Fig. 1: run 1, signal wires on met2
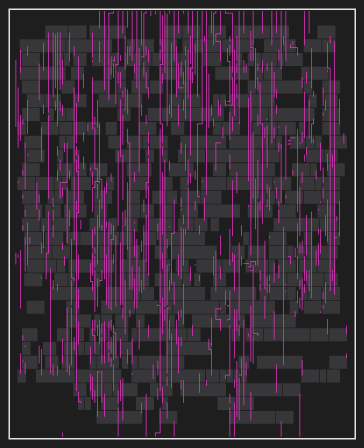
Fig. 2: run 1, M1 wires
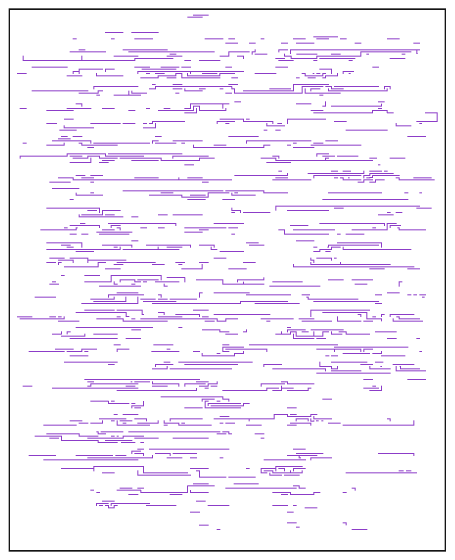
Fig. 3: run 1, placed standard cells
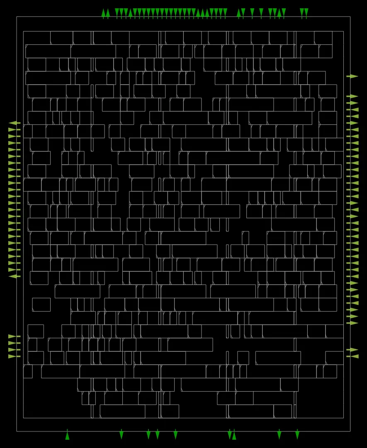
### config.mk
export PLATFORM = sky130hd
export DESIGN_NAME = map_query_arbiter
export DESIGN_NICKNAME = d
export VERILOG_FILES = /design/src/rtl/map_query_arbiter.sv
export SDC_FILE = /design/constraint.sdc
export NUM_CORES = 1
export LEC_CHECK = 0
export CAP_MARGIN = 40
export CORE_ASPECT_RATIO = 1.25
export CORE_UTILIZATION = 34
export CTS_CLUSTER_DIAMETER = 80
export DETAILED_ROUTE_END_ITERATION = 16
export HOLD_SLACK_MARGIN = 0.15
export PLACE_DENSITY_LB_ADDON = 0.1
export SLEW_MARGIN = 10
export SYNTH_ARGS = -nofsm -noshare
export SYNTH_HDL_FRONTEND = slang
export SYNTH_SLANG_ARGS = --single-unit
### constraint.sdc
create_clock -name clk -period 2.7 [get_ports clk]
set_clock_uncertainty 0.15 [all_clocks]
set_input_delay 0.54 -clock clk [delete_from_list [all_inputs] [get_ports clk]]
set_output_delay 0.54 -clock clk [all_outputs]
set_load 0.02 [all_outputs]
### src/rtl/map_query_arbiter.sv
// Round-robin arbiter sharing one combinational wall Map among N movers; registered query, tagged 2-cycle response.
// Define MAPARB_PACMAN_PRIO_EN to give requester 0 (Pac-Man) absolute priority over the ghost round-robin.
module map_query_arbiter #(
  parameter int N_REQ = 4,
  parameter int X_W   = 10,
  parameter int Y_W   = 9,
  parameter int X_MAX = 640,
  parameter int Y_MAX = 480
) (
  input  logic               clk,
  input  logic               rst,
  input  logic [N_REQ-1:0]     req,
  input  logic [N_REQ*X_W-1:0] req_x,
  input  logic [N_REQ*Y_W-1:0] req_y,
  output logic [N_REQ-1:0]     grant,
  output logic [N_REQ-1:0]     rsp_valid,
  output logic               rsp_wall,
  output logic [X_W-1:0]       map_x,
  output logic [Y_W-1:0]       map_y,
  input  logic               map_is_wall,
  output logic               busy
);
  localparam int PTR_W = (N_REQ > 1) ? $clog2(N_REQ) : 1;

  logic [PTR_W-1:0] ptr_q, ptr_d;
  logic [PTR_W-1:0] s1_id_q, s1_id_d;
  logic             s1_vld_q, s1_vld_d;
  logic             s1_oob_q, s1_oob_d;
  logic [X_W-1:0]   map_x_q, map_x_d;
  logic [Y_W-1:0]   map_y_q, map_y_d;
  logic [N_REQ-1:0] rsp_valid_q, rsp_valid_d;
  logic             rsp_wall_q, rsp_wall_d;
  logic             busy_q, busy_d;

  logic             win_found;
  logic [PTR_W-1:0] win_id;
  logic [N_REQ-1:0] grant_c;
  logic [X_W-1:0]   win_x;
  logic [Y_W-1:0]   win_y;
  int               srch;

  always_comb begin
    win_found = 1'b0;
    win_id    = '0;
    srch      = 0;
`ifdef MAPARB_PACMAN_PRIO_EN
    if (req[0]) begin
      win_found = 1'b1;
    end else begin
      // ghost ring covers 1..N_REQ-1; a pointer of 0 starts the search at 1
      for (int k = 0; k < N_REQ - 1; k++) begin
        srch = ((ptr_q == '0) ? 1 : int'(ptr_q)) + k;
        if (srch > N_REQ - 1) srch = srch - (N_REQ - 1);
        if (!win_found && req[PTR_W'(srch)]) begin
          win_found = 1'b1;
          win_id    = PTR_W'(srch);
        end
      end
    end
`else
    for (int k = 0; k < N_REQ; k++) begin
      srch = int'(ptr_q) + k;
      if (srch >= N_REQ) srch = srch - N_REQ;
      if (!win_found && req[PTR_W'(srch)]) begin
        win_found = 1'b1;
        win_id    = PTR_W'(srch);
      end
    end
`endif
  end

  always_comb begin
    grant_c = '0;
    win_x   = '0;
    win_y   = '0;
    if (win_found) grant_c = N_REQ'(1) << win_id;
    for (int i = 0; i < N_REQ; i++) begin
      if (grant_c[i]) begin
        win_x = req_x[i*X_W +: X_W];
        win_y = req_y[i*Y_W +: Y_W];
      end
    end
  end

  always_comb begin
    ptr_d       = ptr_q;
    map_x_d     = map_x_q;
    map_y_d     = map_y_q;
    s1_id_d     = s1_id_q;
    s1_vld_d    = win_found;
    s1_oob_d    = 1'b0;
    rsp_valid_d = '0;
    rsp_wall_d  = rsp_wall_q;

`ifdef MAPARB_PACMAN_PRIO_EN
    if (win_found && win_id != '0)
`else
    if (win_found)
`endif
      ptr_d = (win_id == PTR_W'(N_REQ - 1)) ? '0 : win_id + 1'b1;

    if (win_found) begin
      map_x_d  = win_x;
      map_y_d  = win_y;
      s1_id_d  = win_id;
      // coordinates arrive pre-offset and may have wrapped; anything off-screen reads as wall
      s1_oob_d = (32'(win_x) >= X_MAX) || (32'(win_y) >= Y_MAX);
    end

    if (s1_vld_q) begin
      rsp_valid_d = N_REQ'(1) << s1_id_q;
      rsp_wall_d  = s1_oob_q | map_is_wall;
    end

    busy_d = s1_vld_d | s1_vld_q;
  end

  always_ff @(posedge clk or posedge rst) begin
    if (rst) begin
      ptr_q       <= '0;
      s1_id_q     <= '0;
      s1_vld_q    <= 1'b0;
      s1_oob_q    <= 1'b0;
      map_x_q     <= '0;
      map_y_q     <= '0;
      rsp_valid_q <= '0;
      rsp_wall_q  <= 1'b0;
      busy_q      <= 1'b0;
    end else begin
      ptr_q       <= ptr_d;
      s1_id_q     <= s1_id_d;
      s1_vld_q    <= s1_vld_d;
      s1_oob_q    <= s1_oob_d;
      map_x_q     <= map_x_d;
      map_y_q     <= map_y_d;
      rsp_valid_q <= rsp_valid_d;
      rsp_wall_q  <= rsp_wall_d;
      busy_q      <= busy_d;
    end
  end

  assign grant     = grant_c;
  assign map_x     = map_x_q;
  assign map_y     = map_y_q;
  assign rsp_valid = rsp_valid_q;
  assign rsp_wall  = rsp_wall_q;
  assign busy      = busy_q;

endmodule

==> impl_metrics.toml, run 1 <==
# physical design summary
[layout]
drive_gt1_share_pct = 19.14
final_layout_top_logic_cell = "clkdlybuf4s50_1"
nFillCells = 448
fin_nets = 457
final_cell_area_um2 = 3466
lay_top_cells = "103 x clkdlybuf4s50_1, 41 x a21oi_1, 37 x buf_4, 30 x dfrtp_1, 28 x nand2_1"
areaGrowthSynthToFinish_pct = 86.78
n_antenna_cell = 0

[run]
warning_count = 30
drv_cap = 0

[sta]
hold_viol = 0
rsz0062_at_grt = "no"
relSlewSlack_pct = 72.82
period_used_pct = 98.25
finalSetupViolCount = 0
fmax_ghz = 0.3770
fin_crit_ns = 2.653
drv_slew = 0
max_slew.worst_pin.slew_ns = 0.4077
holdWs_ns = 0.3368

[logic_synthesis]
ys_ff = 31
synth_nets = 317
postSynth.asyncResetShare_pct = 100.0
simple_gate_share_pct = 18.68
ys_sh_aoi_pct = 29.20
ys.flop_type = "dfrtp_1"
yosysWarnings = 0
yosysTopAreaCellShare_pct = 41.81
synth_cell_types = 32
xor_area_share_pct = 0
edf_count = 0
synth.area.top_cells = "dfrtp_1 42%, a21oi_1 11%, nand2_1 5.7%"
ys_seq_share_pct = 41.81
syn_area_per_cell_um2 = 8.068
yosysChipArea_um2 = 1856
ys_cells = 230
fa_ha_area_share_pct = 2.697
logic_family = "AND-OR/OR-AND gates"
syn_inst = 230
mux_share_pct = 0
netlist_area_um2 = 1856
yosysTopAreaCell = "dfrtp_1"

[clocking]
htree_levels = 2
cts_tree = "built"
cts_root_buf = "clkbuf_8"
hold_buffers = 0
cts.sinks = 31
clock_path_buffers = 2
insertion_delay_ns = 0.28
cts_made_buffers = 5
cts.clk_slew.worst_paths_ns = 0.07

[setup_path]
max_stage_delay_ns = 0.54
crit_type = "primary input to flop"
path_max_fanout = 4
worst_path_max_delay_cell = "or4_4"
critPathBufInv = 3
crit_chain = "dlygate4sd2_1 -> a21oi_1 -> o22ai_1 -> a21oi_2 -> inv_1 -> ha_2 -> buf_4 -> nor3b_1 -> or4_4 -> nor4_4 -> a21o_1"
end_kind = "flop"
cpLargestDelayFamily = "simple AND/OR/NAND/NOR gates"
worst_ep_required_time_ns = 2.77
crit_arrival_ns = 2.73
cp-start-kind = "primary input"

[placement]
hpwl_um = 4561
port_buffers = 111
place_congestion = 0.8111
dpl_cell_area_um2 = 3257

[worst_hold_path]
min_path_type = "flop to flop"

[power_and_ir_drop]
ir_drop_v = 0.0004533
p_per_area_nw_per_um2 = 944.0
p_leak_nw = 1.514

[floorplan]
initCoreUtil_pct = 36.01
fp.dieW_um = 68.08
chipArea_um2 = 5759
design.core.area_um2 = 5152
dieHeight_um = 84.60
io_pins = 112

[route]
dr.pass1.iters = 4
drc_errors = 0
drt_iter0_drc = 84
antenna_left = 0
viasPerCell = 5.076
wl_per_cell_um = 13.99

[grt]
grt_pass1_wl_um = 9577
track_usage_pct = 22.00
grt_overflow = 0
grt_antenna_before_repair = 0
grt_max_degree = 37
grt_pass1_vias = 2041

[outcome]
status = "finished, final reports clean"
## Picture notes: Fig. 1
main direction	vertical
share of all routed wire	48%
wire length on this layer	2900 um

## Picture notes: Fig. 2
longest straight run	24.8 um
nets with wire on the layer	376
main direction	horizontal
share of all routed wire	41%
wire length on this layer	2470 um
vias post-DR: 2198
met1 usage: 27.96%
final wirelength: 6059 um

## Picture notes: Fig. 3
fin cells: 433
Site Rows: 29
n_taps: 62

==> run 1: per-layer routing <==
layer  GRT usage, %  routed length (um)  vias to the layer above
met3          4.755                 499                       14
met4          9.659                 187                        0
li1               -                   -                     1083
met5              0                   0                        -
met1          27.96                2474                     1007
met2          34.94                2898                       94
==> run 1: worst register-to-register path: stages (launching register included) <==
cell,delay (ns)
dfrtp_2,0.42
nor2b_4,0.05
a21oi_1,0.12
o22ai_1,0.11
a21oi_2,0.16
inv_1,0.09
ha_2,0.19
buf_4,0.15
nor3b_1,0.14
or4_4,0.54
nor4_4,0.29
a21o_1,0.11
==> run 1: path summary, 6_finish.rpt <==
path / endpoint / slack, ns / from / cells past startpoint
min reg2reg: map_x[8]$_DFFE_PP0P_ / 0.34 / map_x[8]$_DFFE_PP0P_ / 2
min in group asynchronous: rsp_valid[3]$_DFF_PP0_ / 0.48 / rst / 3
min: map_x[8]$_DFFE_PP0P_ / 0.34 / map_x[8]$_DFFE_PP0P_ / 2
max reg2reg: s1_oob_q$_DFF_PP0_ / 0.12 / ptr_q[0]$_DFFE_PP0P_ / 11
max: s1_oob_q$_DFF_PP0_ / 0.05 / req[2] / 11
max in group asynchronous: ptr_q[0]$_DFFE_PP0P_ / 1.60 / rst / 3
==> run 1: sequential cells by signal (all words and copies together) (netlist names) <==
signal and cells:
map_x 10, map_y 9, rsp_valid 4, ptr_q 2, s1_id_q 2, busy 1, rsp_wall 1, s1_oob_q 1
s1_vld_q 1
==> run 1: through the flow <==
step                instances  power [W]  setup WS, ns  utilization [%]  setup TNS (ns)
floorplan                 230   0.001739      -0.02830                -        -0.02830
global placement          421   0.002675       -0.5670            63.21          -9.772
detailed placement        421   0.002701       -0.6436            63.21          -10.93
CTS                       432   0.003231      0.003463            66.63               0
global route              433   0.003511      0.001648            67.27               0
finish                    433   0.003272       0.04730            67.27               0
==> run 1: cell families after synthesis <==
family / count (synthesis)
adders and majority gates: 4
AOI/OAI and AO/OA: 87
DFF: 31
and+or+nand+nor: 72
buffers and inverters: 36
==> run 1: Yosys cell counts (2+ instances only) <==
library cell / number
nor2b_1: 6
a21o_1: 2
clkbuf_1: 8
a21oi_1: 42
nor3b_1: 2
ha_1: 4
buf_1: 4
a221o_1: 2
o31ai_1: 2
nor2_1: 22
a22oi_1: 10
and2_1: 4
nand3b_1: 3
o21a_1: 3
o22ai_1: 3
inv_1: 18
o21ai_0: 10
a221oi_1: 10
dfrtp_1: 31
buf_2: 5
nand2_1: 28
==> run 1: layout make-up <==
type	count	area, um2	share of cell area [%]
well taps	62	77.57	2.238
clock inverters	3	43.79	1.264
clock buffers	5	68.82	1.986
multi-input cells	163	1021	29.46
flip-flops and latches	31	777.0	22.42
repair buffers	150	1406	40.58
inverters	19	71.32	2.058
==> run 1: report_power, final <==
part / total [W] / internal, W / switching [W]
clock network: 0.000460 / 0.000275 / 0.000185
logic: 0.00203 / 0.00105 / 0.000985
registers: 0.000779 / 0.000668 / 0.000112
==> run 1: repair_timing <==
item / CTS / global route
gates resized: 26 / 11
setup endpoints to repair: 23 / 6
setup buffers: 3 / 1
pin swaps: 4 / 4
cloned: 0 / 0
Fig. 4: run 1, placement density heat map
7 x 8 tiles, from white (low) to dark blue (high), 0 to 100% covered.
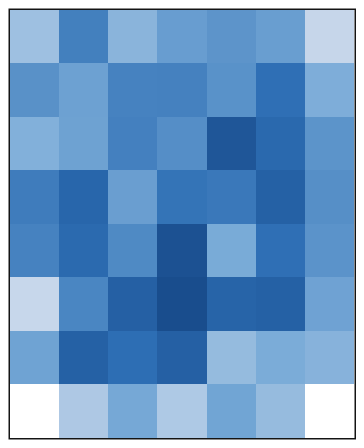

## Run 2: what changed since run 1
--- a/config.mk
+++ b/config.mk
@@ -7,7 +7,8 @@
 export LEC_CHECK = 0
 export CAP_MARGIN = 40
 export CORE_ASPECT_RATIO = 1.25
-export CORE_UTILIZATION = 34
+export CORE_UTILIZATION = 35
+export CTS_BUF_LIST = sky130_fd_sc_hd__clkbuf_2 sky130_fd_sc_hd__clkbuf_4 sky130_fd_sc_hd__clkbuf_8
 export CTS_CLUSTER_DIAMETER = 80
 export DETAILED_ROUTE_END_ITERATION = 16
 export HOLD_SLACK_MARGIN = 0.15
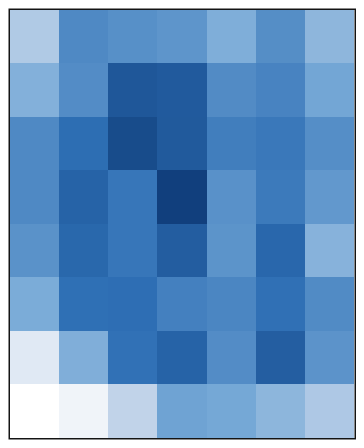
Fig. 5. Placement density heat map (run 2).
7 x 8 tiles, from white (low) to dark blue (high), 0 to 100% covered.
emptiest ninth of the die	lower left
nearly empty tiles	1.8%
mean over tiles	61%
fullest tile	94%
tiles over 75% full	21%
Pre-Place Util: 36.53%
area of the core: 5080 um2
Final Util: 68.57%

==> run 2 against run 1 <==
Sequential power rose by 1%. Combinational power rose by 2%. Synthesized cell count did not move. Critical path type is now primary input to primary output. Largest power group unchanged. Die area fell by 2.8%. Via count rose by 2.5%. Core utilization rose by 1.3 points. Design area rose by 0.51%. Count of clock-buffer cells in the layout did not move. Global-route usage rose by 1.6 points. Wire length rose by 9.0%. Largest cell class unchanged.
==> impl_metrics.toml, run 2 <==
# physical design summary
[outcome]
status = "finished, final reports clean"

[setup_path]
crit_arrival_ns = 1.92
end_kind = "primary output"
path_max_fanout = 4
worst_ep_required_time_ns = 2.01
cp-start-kind = "primary input"

[sta]
max_slew.worst_pin.slew_ns = 0.4613
fin_crit_ns = 2.612
drv_slew = 0
finalSetupViolCount = 0
relSlewSlack_pct = 69.24
period_used_pct = 96.74
hold_viol = 0
setup_ws_ns = 0.08793
fmax_ghz = 0.3828

[logic_synthesis]
yosysTopAreaCell = "dfrtp_1"
netlist_area_um2 = 1856
logic_family = "AND-OR/OR-AND gates"
synth_cell_types = 32
simple_gate_share_pct = 18.68
fa_ha_area_share_pct = 2.697
xor_area_share_pct = 0
mux_share_pct = 0
syn_area_per_cell_um2 = 8.068
edf_count = 0
postSynth.asyncResetShare_pct = 100.0
ys_cells = 230
synth_nets = 317
syn_inst = 230
ys_ff = 31
yosys-top-cells-count = "42 x a21oi_1, 31 x dfrtp_1, 28 x nand2_1"
yosysChipArea_um2 = 1856
yosysWarnings = 0
ys_sh_aoi_pct = 29.20
ys.flop_type = "dfrtp_1"
synth_dominant_cell_count = "a21oi_1"

[layout]
lay_top_cells = "103 x clkdlybuf4s50_1, 39 x a21oi_1, 35 x buf_4, 30 x dfrtp_1, 28 x nand2_1"
fin_nets = 459
largest_reg_flops = 10
drive_gt1_share_pct = 20.38
instances_no_fill = 435
n_antenna_cell = 0
final_layout_top_logic_cell = "clkdlybuf4s50_1"
final_cell_area_um2 = 3483
nFillCells = 442
areaGrowthSynthToFinish_pct = 87.73

[run]
drv_cap = 0
warning_count = 30

[placement]
port_buffers = 111
place_congestion = 0.8103
hpwl_um = 4720
dp_slack_ns = -0.7022
placed_cells = 415
dpl_cell_area_um2 = 3202

[route]
viasPerCell = 5.179
drt_iter0_drc = 155
wl_per_cell_um = 15.18
dr.pass1.iters = 4
drc_errors = 0
antenna_left = 0

[grt]
grt_pass1_wl_um = 9880
grt_pass1_vias = 2139
track_usage_pct = 23.56
grt_max_degree = 37
grt_antenna_before_repair = 0
grt_overflow = 0

[clocking]
insertion_delay_ns = 0.28
cts.clk_slew.worst_paths_ns = 0.07
cts_made_buffers = 5
cts_tree = "built"
hold_buffers = 0
cts_root_buf = "clkbuf_8"
cts.sinks = 31
htree_levels = 2
clock_path_buffers = 2

[floorplan]
chipArea_um2 = 5599
rows = 29
io_pins = 112
fp.dieW_um = 67.13
dieHeight_um = 83.41

[worst_hold_path]
min_path_type = "flop to flop"

[power_and_ir_drop]
ir_drop_v = 0.0005315
finalPower_w = 0.003326
p_leak_nw = 1.528
p_per_area_nw_per_um2 = 954.9
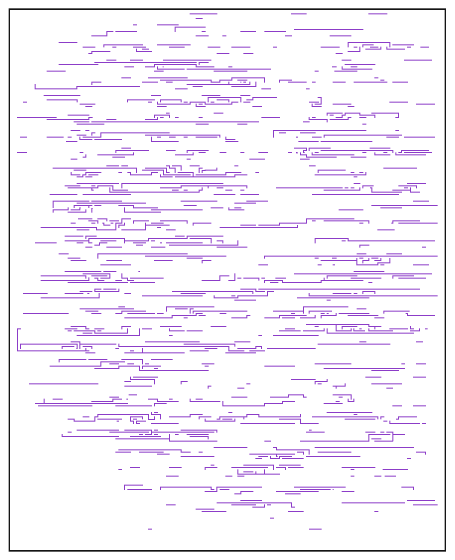
Fig. 6. M1 wires (run 2).
wire length on this layer	2560 um
share of all routed wire	39%
nets with wire on the layer	389
vias post-DR: 2253
final wirelength: 6604 um
met1 usage: 26.86%

## run 2: kinds of logic (layout without fill, tap and decap cells)
family / count (synthesis) / after routing
flip-flops: 31 / 31
AND/OR/NAND/NOR: 72 / 72
AND-OR/OR-AND: 87 / 87
buffers and inverters: 36 / 179
adder cells (fa/ha/maj): 4 / 4
## run 2: worst paths after layout
path	startpoint	end	slack (ns)	cells past startpoint
setup / recovery	req[2]	grant[0]	0.09	8
hold / removal	map_x[8]$_DFFE_PP0P_	map_x[8]$_DFFE_PP0P_	0.34	2
setup reg to reg	ptr_q[0]$_DFFE_PP0P_	s1_oob_q$_DFF_PP0_	0.15	11
hold reg to reg	map_x[8]$_DFFE_PP0P_	map_x[8]$_DFFE_PP0P_	0.34	2
max in group asynchronous	rst	ptr_q[0]$_DFFE_PP0P_	1.56	3
min in group asynchronous	rst	map_x[0]$_DFFE_PP0P_	0.51	3
## run 2: critical path, stage by stage
cell           delay (ns)
dlygate4sd2_1        0.28
a21oi_2              0.15
o22ai_1              0.08
a21oi_2              0.22
inv_1                0.14
ha_2                 0.22
and2_1               0.14
buf_2                0.16
## run 2: metrics by stage
stage          hold slack [ns]  setup TNS (ns)  utilization (%)
2_1_floorplan           0.3057        -0.02830                -
3_3_place_gp            0.3184          -10.13            63.03
3_5_place_dp            0.3186          -11.99            63.03
4_1_cts                 0.3459               0            66.55
5_1_grt                 0.3641       -0.004789            68.57
6_report                0.3397               0            68.57
## run 2: timing repair
action                                  CTS  global route
pin swaps                                 7             6
resized                                  35            22
endpoints found under the setup margin   21            17
buffers inserted                          5             6
cloned                                    0             1
## run 2: power breakdown
group          switching (W)  internal [W]
Sequential          0.000119      0.000668
Combinational        0.00101       0.00106
Clock               0.000193      0.000275
Total                0.00133       0.00200
## run 2: layer usage
metal  track usage, %  share of wire (%)
met1            26.86                 39
met2            40.27                 50
met3            5.495                7.9
met4            10.44                2.9
met5                0                  0
## run 2: layout make-up
type,count,area (um2),area share [%]
repair buffers,152,1425,40.91
flip-flops and latches,31,777.0,22.31
well taps,62,77.57,2.227
inverters,19,71.32,2.047
clock buffers,5,68.82,1.976
clock inverters,3,43.79,1.257
multi-input cells,163,1020,29.27
## Run 3: what changed since run 2
--- a/config.mk
+++ b/config.mk
@@ -11,6 +11,7 @@
 export CTS_BUF_LIST = sky130_fd_sc_hd__clkbuf_2 sky130_fd_sc_hd__clkbuf_4 sky130_fd_sc_hd__clkbuf_8
 export CTS_CLUSTER_DIAMETER = 80
 export DETAILED_ROUTE_END_ITERATION = 16
+export GPL_TIMING_DRIVEN = 0
 export HOLD_SLACK_MARGIN = 0.15
 export PLACE_DENSITY_LB_ADDON = 0.1
 export SLEW_MARGIN = 10
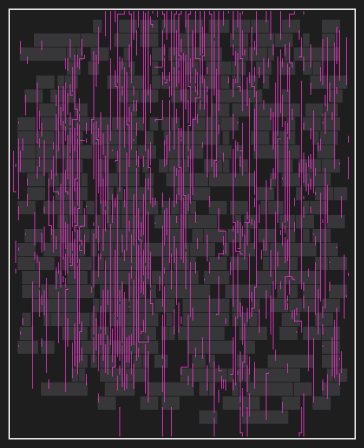
Fig. 7. Signal wires on met2 (run 3).
nets with wire on the layer	380
main direction	vertical
met2 GRT Util: 40.09%
final wirelength: 6788 um
vias post-DR: 2242

==> run 3 against run 2 <==
Flip-flop count stayed put. Combinational power down 2%. Design area down 1.3%. First-iteration DRC count down 61%. Critical path type unchanged. Critical endpoint unchanged. Largest cell class unchanged.
==> impl_metrics.toml, run 3 <==
# physical design summary
[setup_path]
path_max_fanout = 10
cpLargestDelayFamily = "buffers and inverters"
worst_ep_required_time_ns = 2.01
cp-start-kind = "primary input"
crit_chain = "buf_4 -> nor2b_4 -> a21oi_2 -> o22ai_2 -> a21oi_4 -> inv_2 -> ha_1 -> buf_6 -> and2_1 -> buf_2"
r2r-start = "ptr_q[0]$_DFFE_PP0P_"
reg2reg_depth = 11
rr_endpoint = "s1_oob_q$_DFF_PP0_"
end_kind = "primary output"
crit_arrival_ns = 2.00
crit_type = "primary input to primary output"
worst_path_max_delay_cell = "a21oi_4"
max_stage_delay_ns = 0.23
r2r_slack_ns = 0.06
critPathBufInv = 4

[logic_synthesis]
yosysTopAreaCellShare_pct = 41.81
synth.area.top_cells = "dfrtp_1 42%, a21oi_1 11%, nand2_1 5.7%"
simple_gate_share_pct = 18.68
fa_ha_area_share_pct = 2.697
yosys-top-cells-count = "42 x a21oi_1, 31 x dfrtp_1, 28 x nand2_1"
edf_count = 0
ys_sh_aoi_pct = 29.20
logic_family = "AND-OR/OR-AND gates"
synth_dominant_cell_count = "a21oi_1"
ys_seq_share_pct = 41.81
ys_ff = 31
ys.flop_type = "dfrtp_1"
syn_area_per_cell_um2 = 8.068
synth_nets = 317
mux_share_pct = 0
netlist_area_um2 = 1856
ys_cells = 230
xor_area_share_pct = 0
yosysChipArea_um2 = 1856
syn_inst = 230
synth_cell_types = 32
yosysWarnings = 0

[sta]
finalSetupViolCount = 0
fmax_ghz = 0.3711
rsz0062_at_grt = "yes"
drv_slew = 0
max_slew.worst_pin.slew_ns = 0.7981
hold_viol = 0
fin_setup_tns_ns = 0
relSlewSlack_pct = 46.73
fin_crit_ns = 2.695

[placement]
placed_cells = 404
hpwl_um = 4755
port_buffers = 111
place_congestion = 0.8330

[clocking]
clock_path_buffers = 2
htree_levels = 2
cts_root_buf = "clkbuf_8"
cts.sinks = 31
insertion_delay_ns = 0.29
hold_buffers = 0
cts.clk_slew.worst_paths_ns = 0.07
cts_tree = "built"
cts_made_buffers = 5

[route]
viasPerCell = 5.238
antenna_left = 0
dr.pass1.iters = 4
top_layer_used = "met4"
drt-met1-wl_um = 2798
drc_errors = 0
wl_met2_um = 3411
wl_per_cell_um = 15.86
wl_met3_um = 470
drt_iter0_drc = 60

[layout]
n_antenna_cell = 0
largest_reg_flops = 10
nFillCells = 435
logic_area_um2 = 1055
fin_util_pct = 67.66
fin_nets = 452
instances_no_fill = 428
final_layout_top_logic_cell = "clkdlybuf4s50_1"
areaGrowthSynthToFinish_pct = 85.23
drive_gt1_share_pct = 19.40

[power_and_ir_drop]
p_leak_nw = 1.476
finalPower_w = 0.003192
p_per_area_nw_per_um2 = 928.6
ir_drop_v = 0.0005484

[floorplan]
design.core.area_um2 = 5080
chipArea_um2 = 5599
rows = 29
io_pins = 112
fp.dieW_um = 67.13
initCoreUtil_pct = 36.53
dieHeight_um = 83.41

[grt]
grt_pass1_vias = 2105
grt_antenna_before_repair = 0
track_usage_pct = 23.67
grt_max_degree = 21

[worst_hold_path]
min_to = "map_y[8]$_DFFE_PP0P_"
hold_depth = 2
hold_start = "map_y[8]$_DFFE_PP0P_"
min_path_type = "flop to flop"

[outcome]
status = "finished, final reports clean"

[run]
warning_count = 31
drv_cap = 0
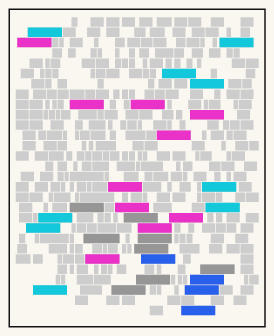
Fig. 8. Register map, names as in the netlist (run 3).
colour	signal	flops	where
cyan	map_y	9	widely spread
blue	rsp_valid	4	lower right
magenta	map_x	10	centre
fraction of area in registers: 22.61%
Flop area: 777.0 um2

[run 3: worst max path at each step]
stage / from / slack [ns] / depth (start not counted) / endpoint
2_1_floorplan: req[0] / -0.03 / 9 / grant[3]
6_report: req[0] / 0.005 / 10 / grant[0]
4_1_cts: req[0] / 0.004 / 11 / grant[3]
3_5_place_dp: req[0] / -1.45 / 11 / grant[3]
3_3_place_gp: req[0] / -1.38 / 11 / grant[3]
5_1_grt: req[0] / -0.04 / 10 / grant[0]
[run 3: cells by family (layout without fill, tap and decap cells)]
kind of cell / after synthesis / count (layout)
flops: 31 / 31
compound gates: 87 / 87
buf+inv: 36 / 172
simple gates: 72 / 72
fa+ha+maj: 4 / 4
[run 3: area by class of cell]
type	instances	share of cell area (%)
buffer	15	3.386
clock buffer	5	2.002
clock inverter	3	0.5825
inverter	19	2.075
multi-input combinational	163	30.69
sequential	31	22.61
tap	62	2.257
timing repair buffer	130	36.40
[run 3: stage by stage]
step                      hold slack, ns  instance area, um2  setup WS, ns
final                             0.3328                3437      0.005405
after global routing              0.3532                3437      -0.03864
after CTS                         0.3386                3372      0.004060
after detailed placement          0.3146                3070        -1.453
after global placement            0.3166                3055        -1.379
after floorplan                   0.3057                1867      -0.02830
[run 3: worst min-delay path: stages, from the launching register on]
cell and delay, ns:
dfrtp_1 0.34, nand2_1 0.05, nand2_1 0.06
[run 3: what timing repair did]
action	CTS	global route
pin swaps	8	4
resized	72	22
hold endpoints to repair	0	0
setup endpoints to repair	24	15
setup buffers	13	5
[run 3: power by group]
part	switching [W]	leakage [nW]	internal, W
combinational	0.00101	1.06	0.00102
sequential	0.000115	0.371	0.000668
clock	0.000199	0.0402	0.000179
[run 3: routing by layer]
| metal | global-route usage, % | vias to the layer above |
|---|---|---|
| met5 | 0 | - |
| met3 | 5.082 | 9 |
| met2 | 40.09 | 88 |
| li1 | - | 1079 |
| met4 | 8.704 | 0 |
| met1 | 28.45 | 1066 |
Power is estimated from default activity; no workload was simulated.
